### Congestion heat map, run 1

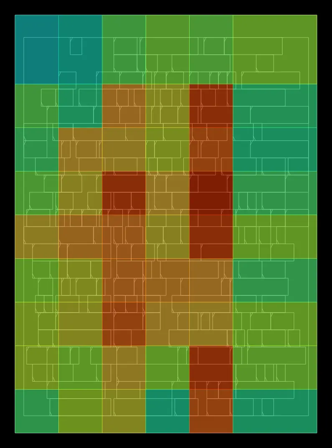
### Cells coloured by class, run 1

Scale bar: 10 µm.
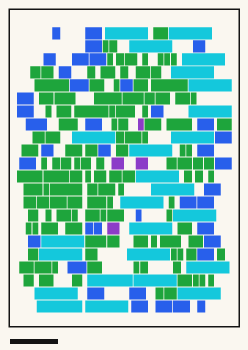
### Cells by drive strength, run 1

Scale bar: 10 µm.
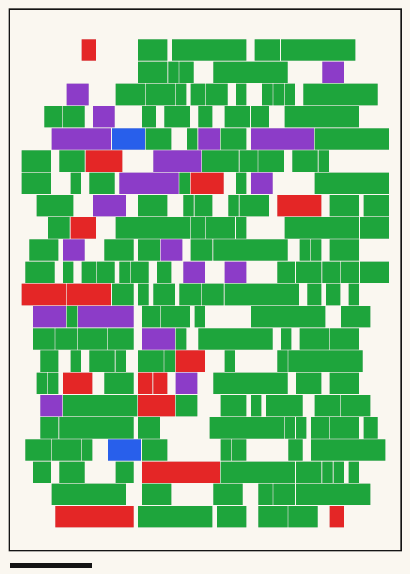
==> config.mk <==
export PLATFORM = sky130hd
export DESIGN_NAME = fsm_output_monitor
export DESIGN_NICKNAME = d
export VERILOG_FILES = /design/src/rtl/fsm_output_monitor.sv
export SDC_FILE = /design/constraint.sdc
export NUM_CORES = 1
export LEC_CHECK = 0
export CORE_ASPECT_RATIO = 1.4
export CORE_UTILIZATION = 54
export CTS_CLUSTER_DIAMETER = 60
export CTS_CLUSTER_SIZE = 12
export DETAILED_ROUTE_END_ITERATION = 10
export GPL_ROUTABILITY_DRIVEN = 0
export GPL_TIMING_DRIVEN = 0
export PLACE_DENSITY = 0.78
export SLEW_MARGIN = 20
export SYNTH_ARGS = -nofsm -noshare
export SYNTH_HDL_FRONTEND = slang
export SYNTH_SLANG_ARGS = --single-unit
==> constraint.sdc <==
create_clock -name clk -period 2.1 [get_ports clk]
set_clock_uncertainty 0.2 [all_clocks]
set_input_delay 0.21 -clock clk [delete_from_list [all_inputs] [get_ports clk]]
set_output_delay 0.21 -clock clk [all_outputs]
set_load 0.05 [all_outputs]
==> Slide: Implementation Results, run 1 <==
Flow Results at a Glance

Outcome
  • Outcome: complete, no violations

Clock network
  • CTS tree: built

Synthesis
  • Warnings from Yosys: 0
  • Yosys top cell by area: dfrtp_1
  • EDFF count, synth: 0

Setup path
  • R2r setup slk: 0.06 ns
  • CP Cell Sequence: buf_6 -> or3b_4 -> a211oi_4 -> a21boi_4 -> or2_1 -> and3b_1
  • Max incr delay on CP: 0.43 ns
  • Crit-path leading delay family: simple AND/OR/NAND/NOR gates

Final layout
  • Fill count: 217
  • N_diodes: 0
  • Util after Layout: 73.4%
  • Area Growth Syn to Fin: 24.9%

Placement
  • IO Port Bufs: 19
  • DP HPWL: 2580 µm

Routing
  • Vias: 1390

Timing
  • Slew headroom: 61.8%
  • Max Fclk: 0.490 GHz
  • Worst-Margin Slew: 0.571 ns
  • RSZ-0062 raised after global routing: true

Floorplanning
  • Chip area: 3160 µm²

Global route
  • Largest net degree at the start of global routing: 26
Notes on 'Congestion heat map' above:
GRT Overall Usage: 25.6%
GRT busiest layer: met2
M2 GR Usage: 44.8%

Notes on 'Cells coloured by class' above:
Key: cyan = sequential cells [cells 25, share of their area 32%]; blue = remaining buffers and delay cells [cells 39, share of their area 18%]; green = combinational and other logic [cells 127, share of their area 48%]; purple = clock drivers and dummy loads [cells 4, share of their area 1.4%]
core area: 2700 µm²
row count: 22

Notes on 'Cells by drive strength' above:
Key: blue = _6 and larger [cells 2]; purple = _3 and _4 cells [cells 19]; red = _2 cells [cells 15]; green = _0 and _1 cells [cells 159]
post-route setup slack: 0.0589 ns
Buffers, non-clock: 39

-- run 1: per-layer routing --
metal  track usage, %  vias up  part of all wire, %
met5                0        -                    0
met4             7.99        0                  1.6
met3             1.91        6                  3.0
met2             44.8       36                   54
met1             31.7      681                   41
li1                 -      667                    -
-- run 1: through the flow --
step	instances	setup TNS [ns]
detailed placement	216	-4.14
CTS	226	0
global route	231	-0.173
floorplan	161	0
finish	231	0
global placement	216	-2.68
-- run 1: power breakdown --
| group | leakage (nW) | switching [mW] | internal (mW) |
|---|---|---|---|
| clock network | 0.0150 | 0.133 | 0.0741 |
| logic | 0.460 | 0.0841 | 0.0588 |
| registers | 0.340 | 0.00270 | 0.488 |
| total | 0.814 | 0.220 | 0.620 |
==> run 2: changes to the inputs <==
- CORE_UTILIZATION: 54 -> 30
- CTS_CLUSTER_SIZE: 12 -> default
- PLACE_DENSITY: 0.78 -> 0.49
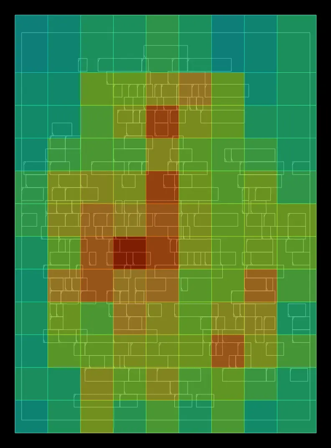
*Congestion heat map, run 2*
Util after Layout: 40.8%
met3 usage in global routing: 1.43%
GRT Overall Usage: 15.0%

==> Slide: Implementation Results, run 2 <==
Flow Results at a Glance

Floorplanning
  • Core area: 4950 µm² (was 2700 µm²)
  • Chip area: 5580 µm² (was 3160 µm²)
  • Row count: 30 (was 22)

Final layout
  • Area Growth Syn to Fin: 27.5% (was 24.9%)

Pwr
  • Combinational power share: 15.0% (was 17.0%)
  • Psw: 219 µW (was 220 µW)
  • Flop pwr share: 54.8% (was 58.3%)
  • P_clk: 270 µW (was 207 µW)
  • Clock power frac: 30.2% (was 24.6%)
  • Comb. pwr: 134 µW (was 143 µW)

Routing
  • Met2 wire length: 1890 µm (was 1980 µm)
  • Vias: 1363 (was 1390)
  • Routed wl met3: 59 µm (was 109 µm)
  • Met1 wire length: 1610 µm (was 1490 µm)

Timing
  • Worst-Margin Slew: 0.553 ns (was 0.571 ns)
  • Post-route setup slack: 0.0593 ns (was 0.0589 ns)
  • Max Fclk: 0.490 GHz (about the same)
  • RSZ-0062 raised after global routing: false (was true)

Synthesis
  • Warnings from Yosys: 0 (unchanged)
  • Yosys top cell by area: dfrtp_1 (unchanged)

Global route
  • M2 GR Usage: 26.0% (was 44.8%)
  • GRT busiest layer: met2 (unchanged)

Outcome
  • Outcome: complete, no violations (unchanged)
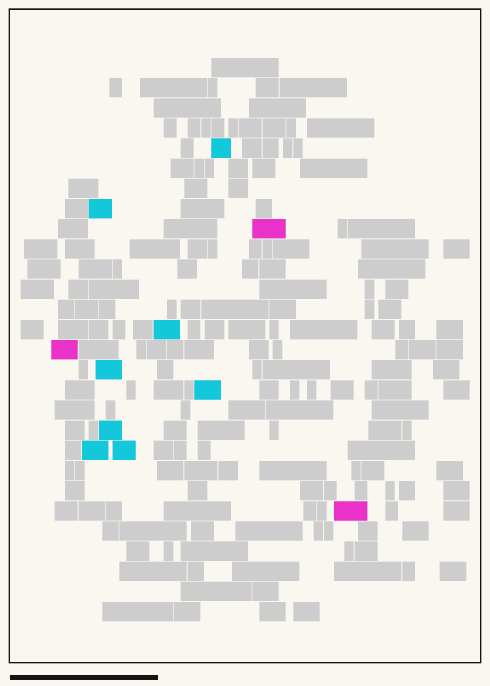
*Gate-type map, run 2*
Scale bar: 20 µm.
Key: magenta = fa/ha/maj cells [cells 3]; cyan = non-inverting ao/oa cells [cells 8]
Layout Cells excl Fill: 253
most numerous logic cell after layout: nor2_1
Comb area share: 47.0%

## run 2: cell types whose count changed in the layout (fill, tap and decap cells not counted), moves of 2 or more
cell / previous run / this run
nor4_2: 0 / 2
dlymetal6s2s_1: 1 / 3
clkbuf_4: 3 / 0
nor4_1: 3 / 0
clkbuf_8: 0 / 3
dlygate4sd3_1: 6 / 1
buf_4: 8 / 6
clkdlybuf4s50_1: 17 / 14
## run 2: critical path: stages (launching register included)
cell and delay (ns):
dfrtp_1 0.38, buf_4 0.17, or3b_4 0.40, a211oi_2 0.24
a21boi_4 0.24, or2_1 0.13, and3b_1 0.17
## run 2: logic make-up after synthesis
family	after synthesis	synth area share, %
compound gates	36	19.3
xor+xnor	8	4.42
fa+ha+maj	3	2.21
buf+inv	14	4.58
flops	25	39.6
mux	4	2.60
simple gates	71	27.3
==> run 3: changes to the inputs <==
- CORE_UTILIZATION: 30 -> 29
- PLACE_DENSITY: 0.49 -> 0.47
- clock period: 2.1 -> 2.08 ns (I/O delays scaled with it)
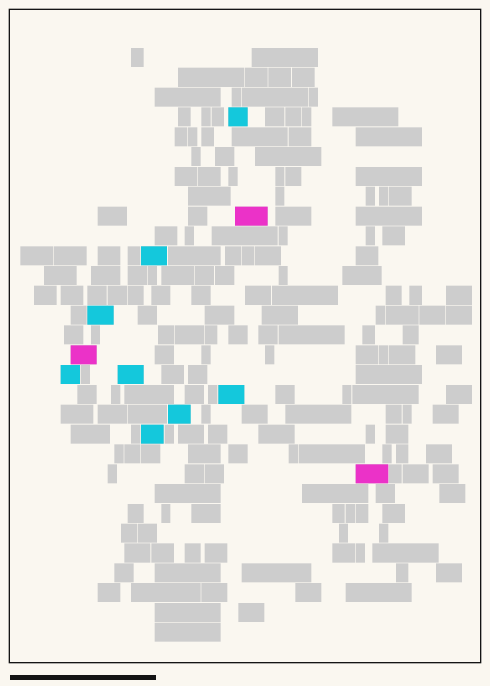
*Gate-type map, run 3*
Scale bar: 20 µm.
Key: cyan = non-inverting ao/oa cells [cells 8]; magenta = fa/ha/maj cells [cells 3]
Comb area share: 45.1%
Layout Cells excl Fill: 260

==> Slide: Implementation Results, run 3 <==
Flow Results at a Glance

Outcome
  • Outcome: complete, no violations (unchanged)

Global route
  • GRT busiest layer: met2 (unchanged)
  • Largest net degree at the start of global routing: 26 (unchanged)
  • Met3 usage in global routing: 1.28% (was 1.43%)

Routing
  • Met1 wire length: 1560 µm (was 1610 µm)
  • Met2 wire length: 2100 µm (was 1890 µm)

Synthesis
  • Post-synthesis adder-cell area fraction: 2.21% (unchanged)
  • Logic family by area: simple AND/OR/NAND/NOR gates (unchanged)
  • AO/OA Area Share: 19.3% (unchanged)
  • Xor/xnor share: 4.42% (unchanged)
  • Warnings from Yosys: 0 (unchanged)
  • EDFF count, synth: 0 (unchanged)
  • Synth Area in Simple Gates: 27.3% (unchanged)
  • Mux area share: 2.60% (unchanged)
  • Synth top area share: 36.3% (unchanged)

Final layout
  • N_diodes: 0 (unchanged)
  • Comb. cell area: 913 µm² (was 950 µm²)
  • Nets: 204 (was 199)
  • Area Growth Syn to Fin: 27.8% (was 27.5%)

Setup path
  • Buf+Inv Stages, Crit Path: 1 (unchanged)
  • CP max stage cell: dfrtp_1 (was or3b_4)
  • CP Depth: 6 (unchanged)
  • R2r setup slk: 0.01 ns (was 0.06 ns)
  • Max incr delay on CP: 0.40 ns (about the same)
  • Crit-path leading delay family: simple AND/OR/NAND/NOR gates (unchanged)
  • Startpoint types: flip-flop (unchanged)
  • CP Cell Sequence: buf_6 -> or3b_4 -> a211oi_2 -> a21boi_4 -> or2_1 -> and3b_1 (was buf_4 -> or3b_4 -> a211oi_2 -> a21boi_4 -> or2_1 -> and3b_1)

Timing
  • Slew headroom: 61.7% (was 63.1%)
  • Max Fclk: 0.484 GHz (was 0.490 GHz)
  • Worst-Margin Slew: 0.572 ns (was 0.553 ns)
  • Worst Hold Margin: 0.0554 ns (was 0.0678 ns)
  • Post-route setup slack: 0.0129 ns (was 0.0593 ns)
  • RSZ-0062 raised after global routing: true (was false)

Pwr
  • Net Sw Frac: 24.7% (was 24.5%)
  • Flop pwr share: 54.3% (was 54.8%)
  • Combinational power share: 15.4% (was 15.0%)
  • Clock power frac: 30.2% (about the same)
  • Psw: 225 µW (was 219 µW)

Placement
  • Inst Count DP: 246 (was 244)
  • IO Port Bufs: 19 (unchanged)

Floorplanning
  • Chip area: 5770 µm² (was 5580 µm²)
  • Row count: 31 (was 30)
  • Core area: 5240 µm² (was 4950 µm²)

Clock network
  • CTS tree: built (unchanged)
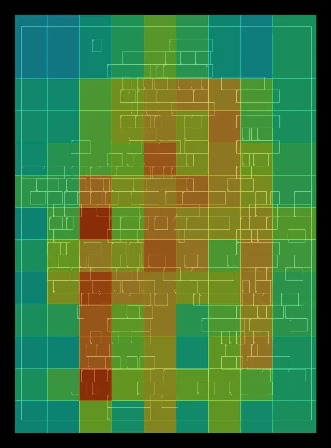
*Congestion heat map, run 3*
M2 GR Usage: 26.0%
GR Util met1: 15.9%
GRT Overall Usage: 13.8%
Util after Layout: 38.7%
detailed-route wire length per cell: 14.7 µm

==> run 3: repair_timing <==
action | 4_1_cts | 5_1_grt
hold buffers | 0 | 1
resized | 4 | 12
pin swaps | 1 | 4
endpoints found under the setup margin | 9 | 15
hold endpoints to repair | 0 | 23
buffers inserted | 4 | 6
==> run 3: power groups by stage <==
| stage | Combinational [mW] | Clock [mW] | Sequential (mW) |
|---|---|---|---|
| floorplan | 0.0659 | 0 | 0.518 |
| global placement | 0.126 | 0 | 0.504 |
| detailed placement | 0.127 | 0 | 0.504 |
| CTS | 0.129 | 0.289 | 0.494 |
| global route | 0.152 | 0.311 | 0.496 |
| finish | 0.141 | 0.275 | 0.495 |
Power figures rest on the tool's default switching activity, not on a simulated workload.
